**src/rtl/bist_pattern_counter.sv**
```systemverilog
// Up-counter of applied patterns with synchronous clear, enable and a terminal-count flag.
module bist_pattern_counter #(
    parameter int               CNT_W = 4,
    parameter logic [CNT_W-1:0] TERM  = '1
) (
    input  logic             clock,
    input  logic             reset,
    input  logic             clr,
    input  logic             en,
    output logic [CNT_W-1:0] cnt,
    output logic             tc
);

    logic [CNT_W-1:0] cnt_q;
    logic [CNT_W-1:0] cnt_d;

    always_comb begin
        cnt_d = cnt_q;
        if (clr) begin
            cnt_d = '0;
        end else if (en) begin
            cnt_d = cnt_q + CNT_W'(1);
        end
    end

    always_ff @(posedge clock or posedge reset) begin
        if (reset) begin
            cnt_q <= '0;
        end else begin
            cnt_q <= cnt_d;
        end
    end

    assign cnt = cnt_q;
    assign tc  = (cnt_q == TERM);

endmodule

```
**config.mk**
```make
export PLATFORM = sky130hd
export DESIGN_NAME = bist_pattern_counter
export DESIGN_NICKNAME = d
export VERILOG_FILES = /design/src/rtl/bist_pattern_counter.sv
export SDC_FILE = /design/constraint.sdc
export NUM_CORES = 1
export LEC_CHECK = 0
export CAP_MARGIN = 10
export CORE_AREA = 3 3 40 42
export CTS_CLUSTER_DIAMETER = 150
export DETAILED_ROUTE_END_ITERATION = 6
export DIE_AREA = 0 0 43 45
export PLACE_DENSITY = 0.43
export SKIP_LAST_GASP = 1
export SLEW_MARGIN = 25
export SYNTH_ARGS = -nofsm -noshare
export SYNTH_HDL_FRONTEND = slang
export SYNTH_SLANG_ARGS = --single-unit
```
**constraint.sdc**
```tcl
create_clock -name clock -period 1.7 [get_ports clock]
set_clock_uncertainty 0.1 [all_clocks]
set_input_delay 0.34 -clock clock [delete_from_list [all_inputs] [get_ports clock]]
set_output_delay 0.34 -clock clock [all_outputs]
set_load 0.02 [all_outputs]
```
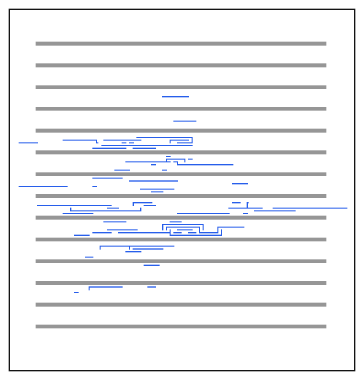
run_1/layer_met1.png
(8 px per um) Supply wires on this layer in gray.
wire length on this layer: 218 um
main direction: horizontal
nets with wire on the layer: 31
longest straight run: 11.3 um
share of all routed wire: 44%

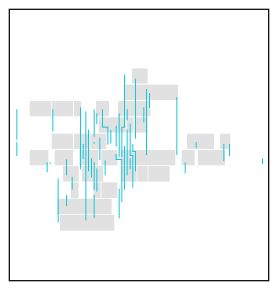
run_1/layer_met2.png
(6 px per um)
main direction: vertical
nets with wire on the layer: 33
routing usage on met2: 9.58%
final wirelength: 496 um
via count: 193

==> notes.md, run 1 <==
yosys + openroad results -> status complete, no violations, RSZ-0062 raised after global routing no, Log Warnings 27, total CTS buffers 3, startpoint types flop, synthesized area 203 sq um, maximum number of pins on one net before global-route repair 6, Comb area roughly 99 sq um, Pleak 0.211 nW, Sequential Power Share 38.9%, Worst EP arrival about 1.2 ns, CTS tree done, most common cell in the netlist dfrtp_1, core area around 1300 sq um, R2R depth 3, Max-Cap Viols 0, DR DRC count 0, Initial DRC Count 3, slowest stage cell, crit path dfrtp_1, Final Cycle Share 94.8%, count of library flops with an enable pin 0, routability cong. 0.715, layout cells sized above 1 ~28%, r2r endpoint cnt[3], Net Sw Power 0.0000636 W, clock power share a little over two fifths, Final ANT Viol Nets 0, min cycle time layout between 1.5 and 2 ns, first-pass GRT wire length approximately 900 um, ys cells 18, CP delay by family, top flip-flops, post-placement cell count 44, Unique cell types 13, cell type with the largest total area dfrtp_1, Synthesis Warnings 0, crit path kind flop to output pin, P_int 0.000205 W, worst path required time 1.26 ns, Critical Path Source cnt[0], clock root buffer clkbuf_4, Flops after synth 4, row count 13, Setup Fix Bufs, Post-CTS 0, highest clock rate 620 MHz, Insertion Delay late pin between 0.2 and 0.25 ns, CTS clock-pin slew for the worst setup and hold paths around 0.040 ns, clock sinks 4, ys async rst share 100%, Post-CTS Hold Fix Bufs 0, final setup vio count 0, Worst setup EP type output pin, Pre-Repair DR Iteration Count 4, hold slack final 0.201 ns, die area 1940 sq um, htree depth 1, yosys stat chip area slightly above 200 sq um, RR Startpoint cnt[1], R2R setup slack roughly 0.55 ns, Placed Area 324 sq um, total gr overflow 0, Post-Synthesis Cells 18, PwrDens slightly below 800 nW/um^2, GRT Total Usage 6.77%, num ports 9, Max-Slew Margin vs Limit 84.7%, syn avg cell area 11.3 sq um, Avg WL per Cell 10.6 um, worst path bufs/invs 1, Peak supply drop 0.321 mV, final hold violation count 0, sequential area share after synthesis 49.4%, Core Util at FP 15.8%, worst-path fanout max 3, drt via density 4.11, worst hold path class primary input to async pin, Layout area overhead 69.8%, Layout Nets 39, non-filler instance count after layout 47, crit path cell chain ha_1 > and3_1 > clkbuf_2, Inserted Diodes 0, Fillers around 140, FF/Latch Area 100 sq um, largest cells by area after synthesis dfrtp_1 (49%), mux2_4 (7.4%), ha_1 (6.2%), nor2_1 (5.6%), a21bo_2 (4.9%), Clock Path Buffers 2, Floorplan Nets 23, CP max stage delay 0.38 ns, Least-Margin Pin Slew 0.229 ns, Final Slew Violations 0, Final Cell Area between 300 and 400 sq um, top cell type's share of synthesized area about half, Sw Ratio 23.7%, power share of the combinational group between 10% and 20%, most frequently used flop master after synthesis dfrtp_1, Core Util, Final a little over a quarter, max reg flops 4, top cells by count dfrtp_1 (4), nor2_1 (3), vias in the first global route around 220, antenna violations before repair 0
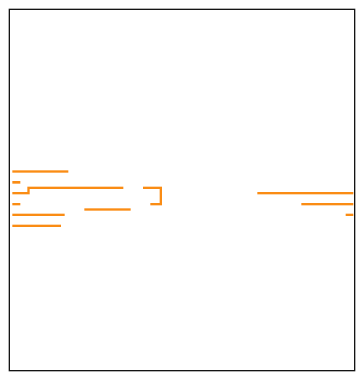
run_1/layer_met3.png
(8 px per um)
nets with wire on the layer: 11
share of all routed wire: 13%
longest straight run: 11.7 um
main direction: horizontal
wire length on this layer: 63.7 um

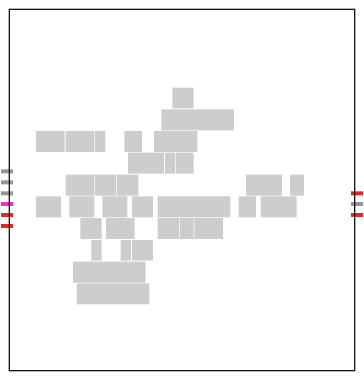
run_1/io_placement.png
(8 px per um) Pins as bars across the die edge, other pins in gray.
| color | port | pins | direction | edge |
|---|---|---|---|---|
| magenta | en | 1 | input | left |
| red | cnt | 4 | output | 2 left, 2 right |
all pins by edge: 6 left, 3 right
number of port buffers: 8
Horiz. Die Dim: 43 um
height of the chip: 45 um

-- run 1: worst register-to-register path: cells and delay by family (launching register included) --
family        cells  cell delay [ns]
flops             1             0.38
mux               1             0.30
buf+inv           1             0.15
simple gates      1             0.10
-- run 1: metal layers --
| layer | global-route usage [%] | part of all wire [%] | vias up |
|---|---|---|---|
| li1 | - | - | 93 |
| met1 | 7.06 | 44 | 87 |
| met2 | 9.58 | 43 | 13 |
| met3 | 5.58 | 13 | 0 |
| met4 | 3.61 | 0 | 0 |
| met5 | 0 | 0 | - |
-- run 1: metrics by stage --
stage	setup WS (ns)	total power [W]	setup TNS, ns
2_1_floorplan	0.300	0.000126	0
3_3_place_gp	-0.0168	0.000156	-0.0168
3_5_place_dp	-0.0400	0.000158	-0.0400
4_1_cts	-0.0437	0.000277	-0.0437
5_1_grt	0.0512	0.000288	0
6_report	0.0881	0.000269	0
-- run 1: worst max path at each step --
stage               end  cells after the start
floorplan            tc                      2
global placement     tc                      3
detailed placement   tc                      3
CTS                  tc                      3
global route         tc                      3
finish               tc                      3
-- run 1: cell families (layout without fill, tap and decap cells) --
family | count (synthesis) | in the layout | synth area share, %
compound gates | 2 | 2 | 7.41
mux | 2 | 2 | 12.3
fa+ha+maj | 1 | 1 | 6.17
simple gates | 7 | 7 | 18.5
xor+xnor | 1 | 1 | 4.32
buf+inv | 1 | 15 | 1.85
flops | 4 | 4 | 49.4
-- run 1: power by group through the flow --
| stage | registers, W | clock network [W] | logic, W |
|---|---|---|---|
| global placement | 0.000104 | 0 | 0.0000518 |
| global route | 0.000104 | 0.000129 | 0.0000547 |
| CTS | 0.000104 | 0.000122 | 0.0000504 |
| floorplan | 0.000113 | 0 | 0.0000128 |
| detailed placement | 0.000105 | 0 | 0.0000529 |
| finish | 0.000104 | 0.000115 | 0.0000497 |
-- run 1: cells in the final DEF, fill, tap and decap left out, drive strengths merged, types with 2 or more instances in the layout --
| cell type | instances |
|---|---|
| buf | 3 |
| clkbuf | 4 |
| clkdlybuf4s50 | 3 |
| dfrtp | 4 |
| dlygate4sd2 | 2 |
| dlymetal6s2s | 2 |
| nor2 | 3 |
-- run 1: final cells by class --
type                       instances  area share, %
timing repair buffer              11           29.1
clock buffer                       3           6.55
inverter                           1           1.09
multi-input combinational         13           28.7
tap                               15           5.45
sequential                         4           29.1
-- run 1: repair_timing --
item                                    4_1_cts  5_1_grt
resized                                       4        3
endpoints found under the setup margin        3        3
pin swaps                                     0        0
==> run 1 -> run 2 <==
HOLD_SLACK_MARGIN = 0.08   (was default)
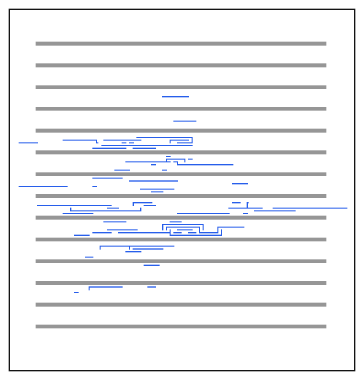
run_2/layer_met1.png
(8 px per um) Supply wires on this layer in gray.
main direction: horizontal
share of all routed wire: 44%
grt met1 use: 7.06%

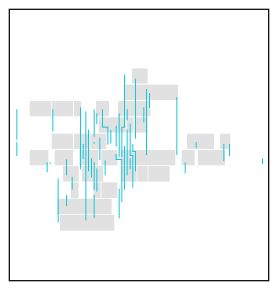
run_2/layer_met2.png
(6 px per um)
longest straight run: 18.0 um
share of all routed wire: 43%

==> run 2 against run 1 <==
Sequential cell count did not move. Sequential share of layout area unchanged. Largest cell class unchanged. Routed wire length unchanged. Count of clock-buffer cells in the layout unchanged. Maximum frequency is the same.
==> notes.md, run 2 <==
yosys + openroad results -> worst-path fanout max 3 (unchanged), ys cells 18 (unchanged), status complete, no violations (unchanged), highest clock rate 620 MHz (unchanged), Pleak 0.211 nW (unchanged), routability cong. 0.715 (unchanged), layout cells sized above 1 28.1% (unchanged), Net Sw Power 0.0000636 W (unchanged), first-pass GRT wire length 897 um (unchanged), Log Warnings 27 (unchanged), Layout Nets 39 (unchanged), Clock Path Buffers 2 (unchanged), Synthesis Warnings 0 (unchanged), Peak supply drop 0.321 mV (unchanged), clock power share 42.7% (about the same), cell type with the largest total area dfrtp_1 (unchanged), maximum number of pins on one net before global-route repair 6 (unchanged), vias in the first global route 219 (unchanged), min cycle time layout 1.61 ns (unchanged), die area 1940 sq um (unchanged), final hold violation count 0 (unchanged), most instantiated logic cells after routing dfrtp_1 (4), nor2_1 (3), clkbuf_4 (3), clkdlybuf4s50_1 (3), buf_4 (3) (unchanged), CTS clock-pin slew for the worst setup and hold paths 0.04 ns (about the same), Sw Ratio 23.7% (unchanged), largest cells by area after synthesis dfrtp_1 (49%), mux2_4 (7.4%), ha_1 (6.2%), nor2_1 (5.6%), a21bo_2 (4.9%) (unchanged), total gr overflow 0 (unchanged), crit path kind flop to output pin (unchanged), Horiz. Die Dim 43 um (unchanged), Inserted Diodes 0 (unchanged), Initial DRC Count 3 (unchanged), Pre-Repair DR Iteration Count 4 (unchanged), Final Cycle Share 94.8% (unchanged), CTS tree done (unchanged), GRT Total Usage 6.77% (unchanged), highest-count logic cell in the final layout dfrtp_1 (unchanged), Unique cell types 13 (unchanged), top cells by count dfrtp_1 (4), nor2_1 (3) (unchanged), Final ANT Viol Nets 0 (unchanged), height of the chip 45 um (unchanged), total power 0.000269 W (unchanged), synthesized area 203 sq um (unchanged), PwrDens 781 nW/um^2 (unchanged), count of library flops with an enable pin 0 (unchanged), P_int 0.000205 W (unchanged), final wirelength 496 um (unchanged), Post-Synthesis Cells 18 (unchanged), Floorplan Nets 23 (unchanged), Final Cell Area 344 sq um (unchanged), via count 193 (unchanged), startpoint types flop (unchanged), Least-Margin Pin Slew 0.229 ns (unchanged), most frequently used flop master after synthesis dfrtp_1 (unchanged), Avg WL per Cell 10.6 um (unchanged), number of port buffers 8 (unchanged), most common cell in the netlist dfrtp_1 (unchanged), num ports 9 (unchanged), Post-CTS Hold Fix Bufs 0 (unchanged), Worst EP arrival 1.17 ns (about the same), Sequential Power Share 38.9% (about the same), clock sinks 4 (unchanged), sequential area share after synthesis 49.4% (unchanged)
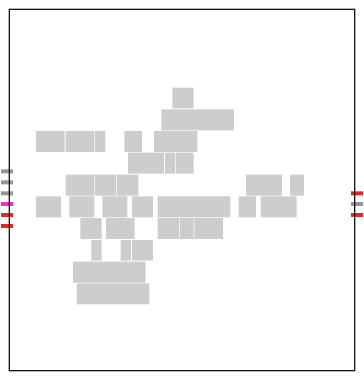
run_2/io_placement.png
(8 px per um) Pins as bars across the die edge, other pins in gray.
| color | port | pins | direction | edge |
|---|---|---|---|---|
| magenta | en | 1 | input | left |
| red | cnt | 4 | output | 2 left, 2 right |
all pins by edge: 6 left, 3 right

run 2: final timing paths:
path,from,end,slack (ns),depth (start not counted)
setup / recovery,cnt[0],tc,0.09,3
hold / removal,reset,cnt[2],0.20,2
setup reg to reg,cnt[1],cnt[3],0.55,3
hold reg to reg,cnt[2],cnt[2],0.51,2
max in group asynchronous,reset,cnt[1],1.14,2
min in group clock,cnt[2],cnt[2],0.51,2
run 2: per-stage QoR:
step	TNS (ns)	cells	setup WS (ns)	utilization (%)	hold slack, ns
after floorplan	0	18	0.300	-	0.00608
final	0	47	0.0881	26.8	0.201
after CTS	-0.0437	47	-0.0437	26.8	0.199
after global placement	-0.0168	44	-0.0168	25.2	0.444
after detailed placement	-0.0400	44	-0.0400	25.2	0.451
after global routing	0	47	0.0512	26.8	0.222
run 2: cell type report:
| class | instances | area (sq um) |
|---|---|---|
| sequential | 4 | 100 |
| timing repair buffer | 11 | 100 |
| tap | 15 | 18.8 |
| clock buffer | 3 | 22.5 |
| fill | 136 | 941 |
| multi-input combinational | 13 | 98.8 |
| inverter | 1 | 3.75 |
run 2: critical path, cell delays in order, from the launching register on:
cell and delay, ns:
dfrtp_1 0.38, ha_1 0.24, and3_1 0.17, clkbuf_2 0.15
run 2: cell families after synthesis:
kind of cell,after synthesis,share of synthesized area (%)
and+or+nand+nor,7,18.5
DFF,4,49.4
AOI/OAI and AO/OA,2,7.41
muxes,2,12.3
xor gates and xnor gates,1,4.32
buffers and inverters,1,1.85
adders and majority gates,1,6.17
run 2: what timing repair did:
action,CTS,global route
buffers inserted,0,0
gates resized,4,3
setup endpoints to repair,3,3
run 2: power groups by stage:
stage / clock network, W / logic (W) / registers [W]
2_1_floorplan: 0 / 0.0000128 / 0.000113
3_3_place_gp: 0 / 0.0000518 / 0.000104
3_5_place_dp: 0 / 0.0000529 / 0.000105
4_1_cts: 0.000122 / 0.0000504 / 0.000104
5_1_grt: 0.000129 / 0.0000547 / 0.000104
6_report: 0.000115 / 0.0000497 / 0.000104
run 2: per-layer routing:
| layer | global-route usage, % | part of all wire (%) | vias to the layer above |
|---|---|---|---|
| met1 | 7.06 | 44 | 87 |
| li1 | - | - | 93 |
| met2 | 9.58 | 43 | 13 |
| met3 | 5.58 | 13 | 0 |
| met5 | 0 | 0 | - |
| met4 | 3.61 | 0 | 0 |
No activity file was given, so power comes from the tool's default toggle rates.
